### config.mk
export PLATFORM = sky130hd
export DESIGN_NAME = video_timing_generator
export DESIGN_NICKNAME = d
export VERILOG_FILES = /design/src/rtl/video_timing_generator.sv
export SDC_FILE = /design/constraint.sdc
export NUM_CORES = 1
export LEC_CHECK = 0
export CAP_MARGIN = 20
export CORE_MARGIN = 2
export CORE_UTILIZATION = 50
export CTS_BUF_LIST = sky130_fd_sc_hd__clkbuf_8
export CTS_CLUSTER_DIAMETER = 80
export DETAILED_ROUTE_END_ITERATION = 7
export PLACE_DENSITY = 0.76
export SYNTH_ARGS = -nofsm -noshare
export SYNTH_HDL_FRONTEND = slang
export SYNTH_SLANG_ARGS = --single-unit
export TNS_END_PERCENT = 30
### constraint.sdc
create_clock -name I_rgb_clk -period 2.8 [get_ports I_rgb_clk]
set_clock_uncertainty 0.05 [all_clocks]
set_input_delay 0.28 -clock I_rgb_clk [delete_from_list [all_inputs] [get_ports I_rgb_clk]]
set_output_delay 0.28 -clock I_rgb_clk [all_outputs]
set_load 0.01 [all_outputs]
### src/rtl/video_timing_generator.sv
// rtl/video_timing_generator.sv - raster timing generator with registered sync/DE decode and a test pattern
module video_timing_generator #(
    parameter int H_ACTIVE = 1920,
    parameter int H_FRONT  = 88,
    parameter int H_SYNC   = 44,
    parameter int H_TOTAL  = 2200,
    parameter int V_ACTIVE = 1080,
    parameter int V_FRONT  = 4,
    parameter int V_SYNC   = 5,
    parameter int V_TOTAL  = 1125,
    parameter bit HS_POL   = 1'b1,
    parameter bit VS_POL   = 1'b1
) (
    input  logic                       I_rgb_clk,
    input  logic                       I_rst,
    input  logic                       I_en,
    output logic                       O_rgb_de,
    output logic                       O_rgb_hs,
    output logic                       O_rgb_vs,
    output logic [$clog2(H_TOTAL)-1:0] O_x,
    output logic [$clog2(V_TOTAL)-1:0] O_y,
    output logic                       O_new_row,
    output logic                       O_new_frame,
    output logic [7:0]                 O_frame_cnt,
    output logic [7:0]                 O_rgb_r,
    output logic [7:0]                 O_rgb_g,
    output logic [7:0]                 O_rgb_b
);

    localparam int HW = $clog2(H_TOTAL);
    localparam int VW = $clog2(V_TOTAL);

    // One extra bit so bounds equal to H_TOTAL/V_TOTAL (power of two) still fit.
    localparam logic [HW:0]   H_ACT_E  = (HW+1)'(H_ACTIVE);
    localparam logic [HW:0]   HS_START = (HW+1)'(H_ACTIVE + H_FRONT);
    localparam logic [HW:0]   HS_END   = (HW+1)'(H_ACTIVE + H_FRONT + H_SYNC);
    localparam logic [HW-1:0] H_LAST   = HW'(H_TOTAL - 1);
    localparam logic [VW:0]   V_ACT_E  = (VW+1)'(V_ACTIVE);
    localparam logic [VW:0]   VS_START = (VW+1)'(V_ACTIVE + V_FRONT);
    localparam logic [VW:0]   VS_END   = (VW+1)'(V_ACTIVE + V_FRONT + V_SYNC);
    localparam logic [VW-1:0] V_LAST   = VW'(V_TOTAL - 1);

    generate
        if (H_ACTIVE < 1 || H_FRONT < 1 || H_SYNC < 1 || H_TOTAL < 1 ||
            V_ACTIVE < 1 || V_FRONT < 1 || V_SYNC < 1 || V_TOTAL < 1 ||
            H_ACTIVE + H_FRONT + H_SYNC > H_TOTAL ||
            V_ACTIVE + V_FRONT + V_SYNC > V_TOTAL) begin : g_bad_params
            $error("video_timing_generator: inconsistent timing parameters");
        end
    endgenerate

    logic [HW-1:0] h;
    logic [VW-1:0] v;
    logic [7:0]    frame_cnt;
    logic [HW:0]   h_e;
    logic [VW:0]   v_e;
    logic          v_active;
    logic          de_c;
    logic          hs_act;
    logic          vs_act;

    always_comb begin
        h_e      = {1'b0, h};
        v_e      = {1'b0, v};
        v_active = (v_e < V_ACT_E);
        de_c     = (h_e < H_ACT_E) && v_active;
        hs_act   = (h_e >= HS_START) && (h_e < HS_END);
        vs_act   = (v_e >= VS_START) && (v_e < VS_END);
    end

    // Outputs describe the position the counters held before this edge advances them.
    always_ff @(posedge I_rgb_clk) begin
        if (I_rst) begin
            h           <= '0;
            v           <= '0;
            frame_cnt   <= '0;
            O_x         <= '0;
            O_y         <= '0;
            O_rgb_de    <= 1'b0;
            O_rgb_hs    <= ~HS_POL;
            O_rgb_vs    <= ~VS_POL;
            O_new_row   <= 1'b0;
            O_new_frame <= 1'b0;
            O_frame_cnt <= '0;
            O_rgb_r     <= '0;
            O_rgb_g     <= '0;
            O_rgb_b     <= '0;
        end else if (I_en) begin
            if (h == H_LAST) begin
                h <= '0;
                if (v == V_LAST) begin
                    v         <= '0;
                    frame_cnt <= frame_cnt + 8'd1;
                end else begin
                    v <= v + 1'b1;
                end
            end else begin
                h <= h + 1'b1;
            end
            O_x         <= h;
            O_y         <= v;
            O_rgb_de    <= de_c;
            O_rgb_hs    <= hs_act ? HS_POL : ~HS_POL;
            O_rgb_vs    <= vs_act ? VS_POL : ~VS_POL;
            O_new_row   <= (h == '0) && v_active;
            O_new_frame <= (h == '0) && (v == '0);
            O_frame_cnt <= frame_cnt;
            O_rgb_r     <= de_c ? 8'(h) : 8'd0;
            O_rgb_g     <= de_c ? 8'(v) : 8'd0;
            O_rgb_b     <= de_c ? frame_cnt : 8'd0;
        end else begin
            // Frozen: levels hold, but single-cycle strobes must not stretch.
            O_new_row   <= 1'b0;
            O_new_frame <= 1'b0;
        end
    end

endmodule

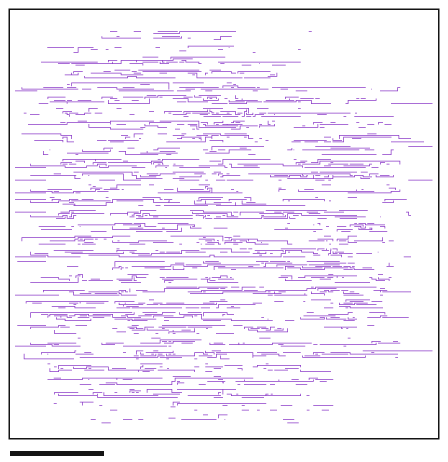
Figure 1: metal 1.
Scale bar: 20 um.
main direction: horizontal
wire length on this layer: 4080 um
longest straight run: 21.6 um
share of all routed wire: 47%
Post-Route WL: 8650 um
global routing usage on met1: 28.7%
via count: 3138

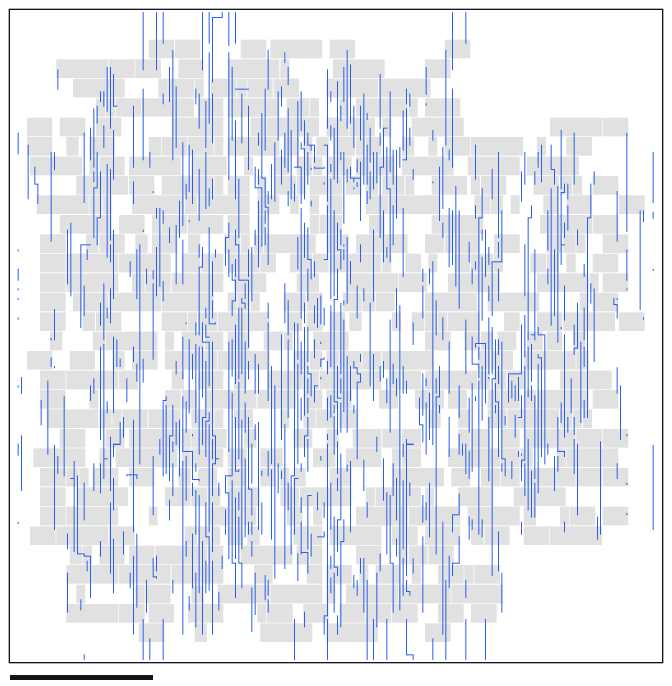
Figure 2: metal 2.
Scale bar: 20 um. Cells faint in the background.
main direction: vertical
wire length on this layer: 3970 um
longest straight run: 42.5 um
routing usage on met2: 33.1%

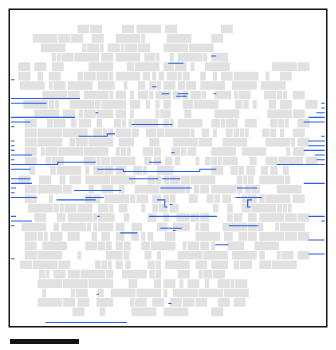
Figure 3: the metal 3 layer.
Scale bar: 20 um. Cells faint in the background.
main direction: horizontal
longest straight run: 23.2 um
GRT met3 Usage: 3.82%

==> qor.csv <==
metric,value,unit
syn_to_final_growth,21.7,%
taps,99,
status,"complete, no violations",
critPathArrivalTime,2.77,ns
yosysCellCount,412,
met3_length,402,um
hold-path-endpoint,O_y[0]$_SDFFE_PP0P_,
power_frac_clock,36.4,%
mux_share,11.6,%
ctsResizeCount,0,
cts_sinks,91,
wirelength_met1,4080,um
fp_nets,420,
die_area,8310,um^2
first_pass_iters,4,
fp.dieH,91.2,um
top_usage_layer,met2,
wl_met2,3970,um
drtAntennaViolNets,0,
top_cells_by_count,"dfxtp_1, nor2_1, mux2i_1",
core,7290,um^2
synth_cells,412,
-- kinds of logic (layout without fill, tap and decap cells) --
logic type	after synthesis	after routing
compound gates	54	54
xor+xnor	11	11
fa+ha+maj	5	5
buf+inv	41	95
flops	91	91
mux	44	44
simple gates	166	166
-- registers in the layout, indices dropped and copies added, names as in the netlist, 8 cells and up --
register	cells
O_y	11
O_rgb_b	8
h	12
O_frame_cnt	8
O_rgb_g	8
frame_cnt	8
O_x	12
O_rgb_r	8
v	11
-- placed cells by master, fill, tap and decap left out, types with 2 or more instances in the layout --
cell and instances:
buf_2 2, dfxtp_1 91, nor2_1 47, or4_2 2, nand4_1 17, nor3_1 20
o21ai_0 6, o31ai_1 9, clkinv_2 2, nor2b_1 3, ha_1 5, clkinvlp_4 3
or3b_2 2, xor2_1 6, a211oi_1 3, nand2_1 26, and3_1 7, or4_1 11
or3_1 7, a21oi_1 29, nand3_1 12, mux2i_1 43, nor4_1 2, buf_4 8
inv_1 8, clkbuf_8 10, clkdlybuf4s50_1 60, xnor2_1 5
-- power by group through the flow --
stage	Combinational (mW)	Sequential (mW)	Clock [mW]
after floorplan	0.0650	1.34	0
after global placement	0.0923	1.34	0
after detailed placement	0.0930	1.34	0
after CTS	0.0938	1.31	0.817
after global routing	0.101	1.31	0.878
final	0.0928	1.31	0.802
-- metrics by stage --
step                util (%)  worst slack [ns]  instances  cell area, um^2  power, mW
floorplan                  -             0.506        412             3800       1.40
global placement        60.9             0.444        549             4440       1.43
detailed placement      60.9             0.365        549             4440       1.43
CTS                     63.4             0.288        565             4620       2.22
global route            63.4             0.186        565             4620       2.29
finish                  63.4             0.261        565             4620       2.20
No activity file was given, so power comes from the tool's default toggle rates.
